**config.mk**
```make
export PLATFORM = sky130hd
export DESIGN_NAME = sobel_edge_detect_8bit
export DESIGN_NICKNAME = d
export VERILOG_FILES = /design/src/rtl/sobel_edge_detect_8bit.sv
export SDC_FILE = /design/constraint.sdc
export NUM_CORES = 1
export LEC_CHECK = 0
export ABC_AREA = 1
export CELL_PAD_IN_SITES_DETAIL_PLACEMENT = 1
export CELL_PAD_IN_SITES_GLOBAL_PLACEMENT = 2
export CORE_ASPECT_RATIO = 1.2
export CORE_MARGIN = 2
export CORE_UTILIZATION = 25
export DETAILED_ROUTE_END_ITERATION = 7
export PLACE_DENSITY = 0.62
export SETUP_SLACK_MARGIN = 0.4
export SLEW_MARGIN = 20
export SYNTH_ARGS = -nofsm -noshare
export SYNTH_HDL_FRONTEND = slang
export SYNTH_SLANG_ARGS = --single-unit
```
**constraint.sdc**
```tcl
create_clock -name clk -period 2.5 [get_ports clk]
set_clock_uncertainty 0.15 [all_clocks]
set_input_delay 0.5 -clock clk [delete_from_list [all_inputs] [get_ports clk]]
set_output_delay 0.5 -clock clk [all_outputs]
set_load 0.02 [all_outputs]
```
**src/rtl/sobel_edge_detect_8bit.sv**
```systemverilog
// Sobel edge detector over a 3x3 gray window.
// Four-stage pipeline with a per-frame edge counter.
module sobel_edge_detect_8bit #(
  parameter logic [7:0] SOBEL_THRESHOLD = 8'd40,
  parameter int         CNT_WIDTH       = 20
) (
  input  logic                 clk,
  input  logic                 rst_n,
  input  logic                 matrix_frame_vsync,
  input  logic                 matrix_frame_href,
  input  logic [7:0]           matrix_p11,
  input  logic [7:0]           matrix_p12,
  input  logic [7:0]           matrix_p13,
  input  logic [7:0]           matrix_p21,
  input  logic [7:0]           matrix_p22,
  input  logic [7:0]           matrix_p23,
  input  logic [7:0]           matrix_p31,
  input  logic [7:0]           matrix_p32,
  input  logic [7:0]           matrix_p33,
  input  logic [7:0]           threshold,
  output logic                 post_frame_vsync,
  output logic                 post_frame_href,
  output logic [7:0]           post_img_Gray,
  output logic                 post_img_Bit,
  output logic [CNT_WIDTH-1:0] frame_edge_cnt,
  output logic                 frame_done
);

  localparam logic [CNT_WIDTH-1:0] CNT_MAX = '1;
  localparam logic [CNT_WIDTH-1:0] CNT_ONE =
    {{(CNT_WIDTH-1){1'b0}}, 1'b1};

  logic [9:0]           gxa_q, gxa_d;
  logic [9:0]           gxb_q, gxb_d;
  logic [9:0]           gya_q, gya_d;
  logic [9:0]           gyb_q, gyb_d;
  logic [9:0]           gx_q, gx_d;
  logic [9:0]           gy_q, gy_d;
  logic [10:0]          g_q, g_d;
  logic [7:0]           gray_q, gray_d;
  logic                 bit_q, bit_d;
  logic [3:0]           vs_sr_q, vs_sr_d;
  logic [3:0]           hs_sr_q, hs_sr_d;
  logic [3:0]           ok_sr_q, ok_sr_d;
  logic                 seen_low_q, seen_low_d;
  logic                 vs_prev_q, vs_prev_d;
  logic [7:0]           thr_q, thr_d;
  logic                 frm_prev_q, frm_prev_d;
  logic [CNT_WIDTH-1:0] cnt_q, cnt_d;
  logic [CNT_WIDTH-1:0] edge_cnt_q, edge_cnt_d;
  logic                 done_q, done_d;

  function automatic logic [9:0] wsum(
    input logic [7:0] a,
    input logic [7:0] b,
    input logic [7:0] c
  );
    return {2'b00, a} + {1'b0, b, 1'b0} + {2'b00, c};
  endfunction

  // Stage 1: weighted column and row sums
  always_comb begin
    gxa_d = wsum(matrix_p13, matrix_p23, matrix_p33);
    gxb_d = wsum(matrix_p11, matrix_p21, matrix_p31);
    gya_d = wsum(matrix_p11, matrix_p12, matrix_p13);
    gyb_d = wsum(matrix_p31, matrix_p32, matrix_p33);
  end

  // Stage 2: absolute differences
  always_comb begin
    gx_d = (gxa_q >= gxb_q) ? gxa_q - gxb_q : gxb_q - gxa_q;
    gy_d = (gya_q >= gyb_q) ? gya_q - gyb_q : gyb_q - gya_q;
  end

  // Stage 3: L1 magnitude
  always_comb begin
    g_d = {1'b0, gx_q} + {1'b0, gy_q};
  end

  // Stage 4: saturate, threshold, blank outside href
  always_comb begin
    gray_d = 8'd0;
    bit_d  = 1'b0;
    if (hs_sr_q[2]) begin
      gray_d = (g_q > 11'd255) ? 8'hFF : g_q[7:0];
      bit_d  = (g_q >= {3'b000, thr_q});
    end
  end

  // Sync delay lines; ok marks vsync of a frame whose start was seen
  always_comb begin
    vs_sr_d    = {vs_sr_q[2:0], matrix_frame_vsync};
    hs_sr_d    = {hs_sr_q[2:0], matrix_frame_href};
    ok_sr_d    = {ok_sr_q[2:0], matrix_frame_vsync & seen_low_q};
    seen_low_d = seen_low_q | ~matrix_frame_vsync;
  end

  // Active threshold reloads on the input vsync rising edge
  always_comb begin
    vs_prev_d = matrix_frame_vsync;
    thr_d     = thr_q;
    if (matrix_frame_vsync && !vs_prev_q) thr_d = threshold;
  end

  // Edge counter with frame-end capture
  always_comb begin
    logic inc;
    logic fall;
    logic [CNT_WIDTH-1:0] nxt;
    inc  = ok_sr_q[3] & hs_sr_q[3] & bit_q;
    fall = frm_prev_q & ~ok_sr_q[3];
    nxt  = (inc && cnt_q != CNT_MAX) ? cnt_q + CNT_ONE : cnt_q;
    frm_prev_d = ok_sr_q[3];
    cnt_d      = nxt;
    edge_cnt_d = edge_cnt_q;
    done_d     = 1'b0;
    if (fall) begin
      cnt_d      = '0;
      edge_cnt_d = nxt;
      done_d     = 1'b1;
    end
  end

  // State registers
  always_ff @(posedge clk or negedge rst_n) begin
    if (!rst_n) begin
      gxa_q      <= '0;
      gxb_q      <= '0;
      gya_q      <= '0;
      gyb_q      <= '0;
      gx_q       <= '0;
      gy_q       <= '0;
      g_q        <= '0;
      gray_q     <= '0;
      bit_q      <= 1'b0;
      vs_sr_q    <= '0;
      hs_sr_q    <= '0;
      ok_sr_q    <= '0;
      seen_low_q <= 1'b0;
      vs_prev_q  <= 1'b0;
      thr_q      <= SOBEL_THRESHOLD;
      frm_prev_q <= 1'b0;
      cnt_q      <= '0;
      edge_cnt_q <= '0;
      done_q     <= 1'b0;
    end else begin
      gxa_q      <= gxa_d;
      gxb_q      <= gxb_d;
      gya_q      <= gya_d;
      gyb_q      <= gyb_d;
      gx_q       <= gx_d;
      gy_q       <= gy_d;
      g_q        <= g_d;
      gray_q     <= gray_d;
      bit_q      <= bit_d;
      vs_sr_q    <= vs_sr_d;
      hs_sr_q    <= hs_sr_d;
      ok_sr_q    <= ok_sr_d;
      seen_low_q <= seen_low_d;
      vs_prev_q  <= vs_prev_d;
      thr_q      <= thr_d;
      frm_prev_q <= frm_prev_d;
      cnt_q      <= cnt_d;
      edge_cnt_q <= edge_cnt_d;
      done_q     <= done_d;
    end
  end

  assign post_frame_vsync = vs_sr_q[3];
  assign post_frame_href  = hs_sr_q[3];
  assign post_img_Gray    = gray_q;
  assign post_img_Bit     = bit_q;
  assign frame_edge_cnt   = edge_cnt_q;
  assign frame_done       = done_q;

endmodule

```
==> run_summary.xml <==
<?xml version="1.0" encoding="UTF-8"?>
<metrics>
  <group name="place">
    <metric name="post-dp-hpwl" unit="um">21800</metric>
    <metric name="portBuffers" unit="">107</metric>
    <metric name="post-place-ws" unit="ns">-0.621</metric>
    <metric name="finalWeightedCongestion" unit="">0.805</metric>
  </group>
  <group name="yosys">
    <metric name="fp_nets" unit="">1374</metric>
    <metric name="synth.largest_area_cell" unit="">dfrtp_1</metric>
    <metric name="yosys-top-cells-area" unit="">dfrtp_1, nand2_1, ha_1</metric>
    <metric name="synth-seq-cells" unit="">143</metric>
    <metric name="synth.distinct_cells" unit="">38</metric>
    <metric name="yosys_warning_total" unit="">0</metric>
    <metric name="yosysTopAreaCellShare" unit="%">36.8</metric>
    <metric name="synth-cells-yosys" unit="">1160</metric>
    <metric name="synth.yosys.seq_area_share" unit="%">37.3</metric>
    <metric name="mapped_avg_cell_area" unit="um^2">8.27</metric>
    <metric name="post_synth_instance_area" unit="mm^2">0.00959</metric>
    <metric name="post_synth_inst_count" unit="">1160</metric>
    <metric name="yosys-stat-area" unit="mm^2">0.00959</metric>
  </group>
  <group name="floorplanning">
    <metric name="floorplan.core_area" unit="mm^2">0.0379</metric>
    <metric name="fp_util" unit="%">25.3</metric>
    <metric name="die_w" unit="um">183</metric>
    <metric name="floorplan.rows" unit="">78</metric>
    <metric name="chip_area" unit="mm^2">0.0400</metric>
    <metric name="y_dimension_of_the_die" unit="um">219</metric>
    <metric name="ios" unit="">116</metric>
  </group>
  <group name="sta">
    <metric name="slew_headroom" unit="%">69.3</metric>
    <metric name="worst_slew_pin_slew" unit="ns">0.460</metric>
    <metric name="worst_case_setup_margin_in_the_final_layout" unit="ns">0.377</metric>
    <metric name="slew_viol_final" unit="">0</metric>
    <metric name="rsz0062_at_grt" unit="">true</metric>
    <metric name="maxClockFrequency" unit="GHz">0.471</metric>
    <metric name="setup_viol_count_final" unit="">0</metric>
    <metric name="timing_hold_violations_final" unit="">0</metric>
    <metric name="final_period_minus_worst_setup_slack" unit="ns">2.12</metric>
    <metric name="finalHoldWorstSlack" unit="ns">0.194</metric>
    <metric name="finalClockPeriodUsage" unit="%">84.9</metric>
  </group>
  <group name="global_route">
    <metric name="grt_first_pass_wirelength" unit="um">44400</metric>
    <metric name="groute.usage.overall" unit="%">14.1</metric>
    <metric name="antenna_found_initial" unit="">1</metric>
    <metric name="via_count_of_the_first_global_routing_pass" unit="">8800</metric>
    <metric name="grt_overflow_total" unit="">0</metric>
    <metric name="grt_max_degree" unit="">45</metric>
  </group>
  <group name="power_and_ir_drop">
    <metric name="power_density" unit="mW/mm^2">1010</metric>
    <metric name="static-leakage-power" unit="nW">6.43</metric>
    <metric name="fin_total_pwr" unit="W">0.0131</metric>
    <metric name="vdd_drop_max" unit="mV">0.445</metric>
  </group>
  <group name="min_path">
    <metric name="worst_hold_startpoint" unit="">ok_sr_q[2]$_DFF_PN0_</metric>
    <metric name="hold_class" unit="">reg2reg</metric>
    <metric name="holdPathStages" unit="">0</metric>
  </group>
  <group name="clocking">
    <metric name="ctsLongestPathBuffers" unit="">2</metric>
    <metric name="cts_tree" unit="">done</metric>
    <metric name="htreeDepth" unit="">4</metric>
    <metric name="clk_pin_slew" unit="ns">0.06</metric>
    <metric name="clock-root-buffer" unit="">clkbuf_16</metric>
    <metric name="insertion_delay" unit="ns">0.43</metric>
  </group>
  <group name="setup_path">
    <metric name="setup.worst_path.end" unit="">gxa_q[9]$_DFF_PN0_</metric>
    <metric name="critical_path_capture_point_type" unit="">flip-flop</metric>
    <metric name="worst_r2r_dst" unit="">gx_q[6]$_DFF_PN0_</metric>
    <metric name="setup_slack_of_the_worst_register_to_register_path" unit="ns">0.41</metric>
    <metric name="worstPathMaxFanout" unit="">2</metric>
    <metric name="cp.required" unit="ns">2.66</metric>
    <metric name="regToRegStartpoint" unit="">gxa_q[0]$_DFF_PN0_</metric>
    <metric name="critical_path_arrival" unit="ns">2.28</metric>
    <metric name="path_class" unit="">in2reg</metric>
    <metric name="worstRegToRegCells" unit="">11</metric>
    <metric name="critical_path.startpoint" unit="">matrix_p13[1]</metric>
    <metric name="worst_setup_path_start_kind" unit="">input port</metric>
  </group>
  <group name="route">
    <metric name="routed-via-count" unit="">7904</metric>
    <metric name="detail-route-antenna-nets" unit="">0</metric>
    <metric name="detailedRoute.firstPassIterationCount" unit="">4</metric>
    <metric name="drt_iter0_drc" unit="">219</metric>
    <metric name="totalWireLength" unit="um">27000</metric>
    <metric name="detail_route.vias_per_cell" unit="">4.31</metric>
    <metric name="wl_per_cell" unit="um">14.7</metric>
    <metric name="post-route-drc-count" unit="">0</metric>
  </group>
  <group name="finish">
    <metric name="final.fill_count" unit="">4457</metric>
    <metric name="flow.area_growth_from_synthesis" unit="%">35.3</metric>
    <metric name="layout.nets" unit="">1554</metric>
    <metric name="lay_top_count" unit="">nand2_1</metric>
    <metric name="final_cell_mix" unit="">nand2_1, inv_1, dfrtp_1</metric>
    <metric name="final_layout_size_suffix_gt1_share" unit="%">21.4</metric>
  </group>
  <group name="job">
    <metric name="warnings" unit="">55</metric>
    <metric name="drv.max_cap_violation_count" unit="">0</metric>
  </group>
  <group name="run_status">
    <metric name="status" unit="">finished clean</metric>
  </group>
</metrics>
[cell usage after synthesis]
cell      instances
nand2_1         328
inv_1           171
dfrtp_1         141
ha_1             93
nand3_1          83
nor2_1           73
a21oi_1          65
fa_1             37
xor2_1           36
o21ai_0          23
nand4_1          13
nand3_2          11
buf_2             8
xnor2_1           8
or2_2             7
nand2_2           6
o21bai_1          6
clkbuf_1          5
clkbuf_2          5
a21o_1            4
buf_6             4
nor2_2            4
nor3_1            4
and2_1            3
nor2_4            3
o21a_1            3
a21boi_0          2
a31oi_1           2
dfstp_2           2
o21ai_2           2
inv_2             1
mux2_2            1
nand3_4           1
nand3b_1          1
nor3_4            1
o211ai_1          1
o21ai_1           1
or2_0             1
[worst min-delay path by stage]
stage | endpoint | slack [ns]
final | ok_sr_q[3]$_DFF_PN0_ | 0.19
after global routing | ok_sr_q[3]$_DFF_PN0_ | 0.19
after CTS | ok_sr_q[3]$_DFF_PN0_ | 0.20
after detailed placement | hs_sr_q[1]$_DFF_PN0_ | 0.19
after global placement | ok_sr_q[1]$_DFF_PN0_ | 0.18
after floorplan | cnt_q[0]$_DFF_PN0_ | 0.05
[cell families (layout without fill, tap and decap cells)]
kind of cell,Yosys count,after routing,share of synthesized area [%]
AND-OR/OR-AND,109,109,6.21
XOR/XNOR,44,44,4.02
other,0,1,0
multiplexers,1,1,0.117
AND/OR/NAND/NOR,539,540,24.4
flip-flops,143,143,37.3
buffers and inverters,194,386,8.08
adder cells (fa/ha/maj),130,130,19.9
[power by group]
| part | switching (W) | leakage, nW | internal, W |
|---|---|---|---|
| registers | 0.000323 | 1.76 | 0.00291 |
| clock network | 0.00104 | 0.297 | 0.00160 |
| logic | 0.00421 | 4.37 | 0.00306 |
| total | 0.00557 | 6.43 | 0.00757 |
[area by class of cell]
class                      count  area (um^2)  area share [%]
multi-input combinational    824         5860            45.2
sequential                   143         3580            27.6
timing repair buffer         182         1650            12.7
inverter                     172          676            5.21
tap                          480          601            4.63
clock buffer                  19          443            3.41
clock inverter                13          161            1.24
antenna                        1         2.50          0.0193
[routing by layer]
layer / vias up / part of all wire, % / GRT usage [%]
met1: 3739 / 42 / 15.8
met3: 29 / 2.9 / 2.73
met4: 0 / 2.2 / 4.75
li1: 4004 / - / -
met5: - / 0 / 0
met2: 132 / 53 / 26.6
[per-stage QoR]
step	instances	area, um^2	utilization, %	TNS, ns
global route	1834	13000	34.3	0
floorplan	1160	9720	-	0
CTS	1823	12600	33.2	0
detailed placement	1786	11700	31.0	-11.04
global placement	1786	11700	31.0	-10.01
finish	1834	13000	34.3	0
[repair_timing]
| action | 4_1_cts | 5_1_grt |
|---|---|---|
| hold buffers | 1 | 0 |
| resized | 128 | 107 |
| buffers inserted | 4 | 7 |
| pin swaps | 54 | 60 |
| endpoints found under the hold margin | 40 | 0 |
| cloned | 0 | 3 |
| endpoints found under the setup margin | 54 | 41 |
[critical path, cell delays in order]
cell      delay (ns)
buf_8           0.11
buf_6           0.11
fa_1            0.45
ha_2            0.20
fa_2            0.37
nand3_2         0.07
nand2_2         0.06
a21boi_2        0.14
nor2_1          0.06
nor2_1          0.11
o21bai_1        0.10
### The clock network

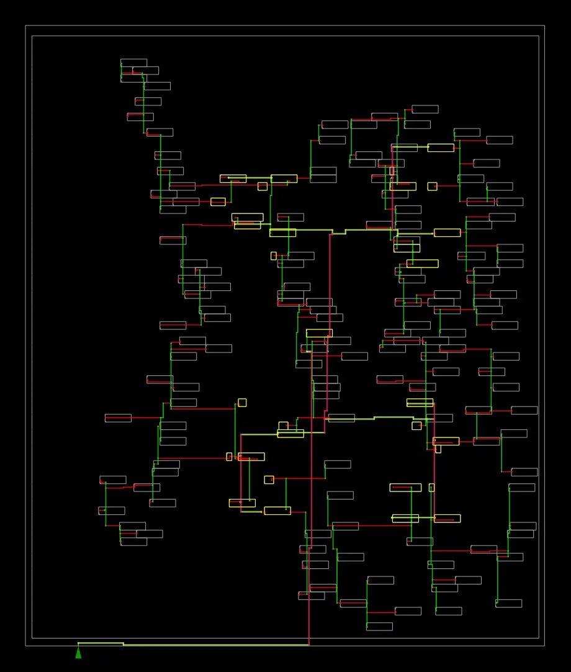
clock tree sinks: 143
Clk power: 0.00263 W
total clock buffers created by CTS: 17

### The metal 2 layer

Drawn at 1.5 px/um.
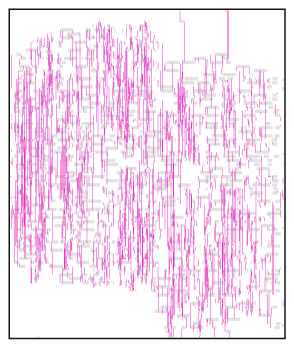
- longest straight run: 91.8 um
- share of all routed wire: 53%

### Layout detail

Window x 127 to 147, y 154 to 174 um. Cells in gray, sequential cells in the stronger gray; small squares are vias.
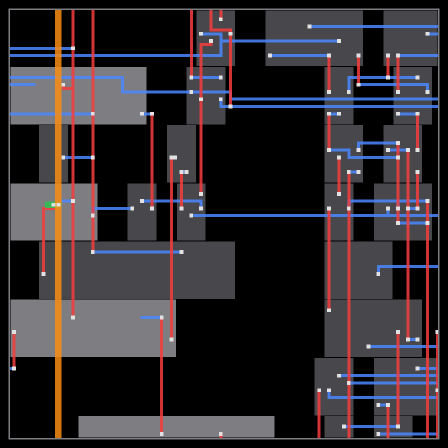
- red: met2
- green: met3
- blue: met1
- orange: met4
- most frequent: o21ai_0 (5), ha_1 (4), nand2_1 (3)
- sequential cells in the window: 2
- netlist names of flops here include: g_q (2)
- cells with their middle in the window: 21

### Signal wires by layer

Drawn at 2 px/um. Two of the layers only.
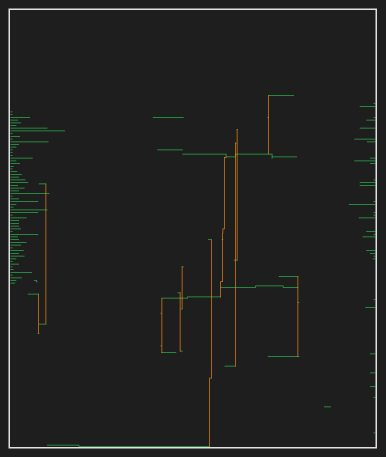
- orange: met4 (wire length 591 um)
- green: met3 (wire length 781 um)

### Port wiring

Drawn at 1.5 px/um.
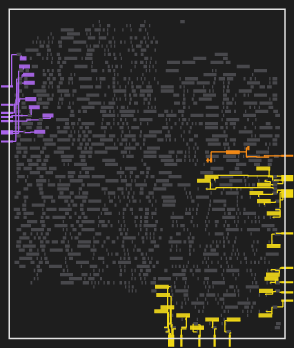
- orange: matrix_frame_vsync (direction input; edge right; end cells 4; buffers 1; wire 68.9 um)
- yellow: frame_edge_cnt (direction output; edge 12 right, 8 bottom; end cells 20; buffers 20; wire 462 um)
- purple: matrix_p32 (direction input; edge left; end cells 8; buffers 8; wire 226 um)

Power is estimated from default activity; no workload was simulated.
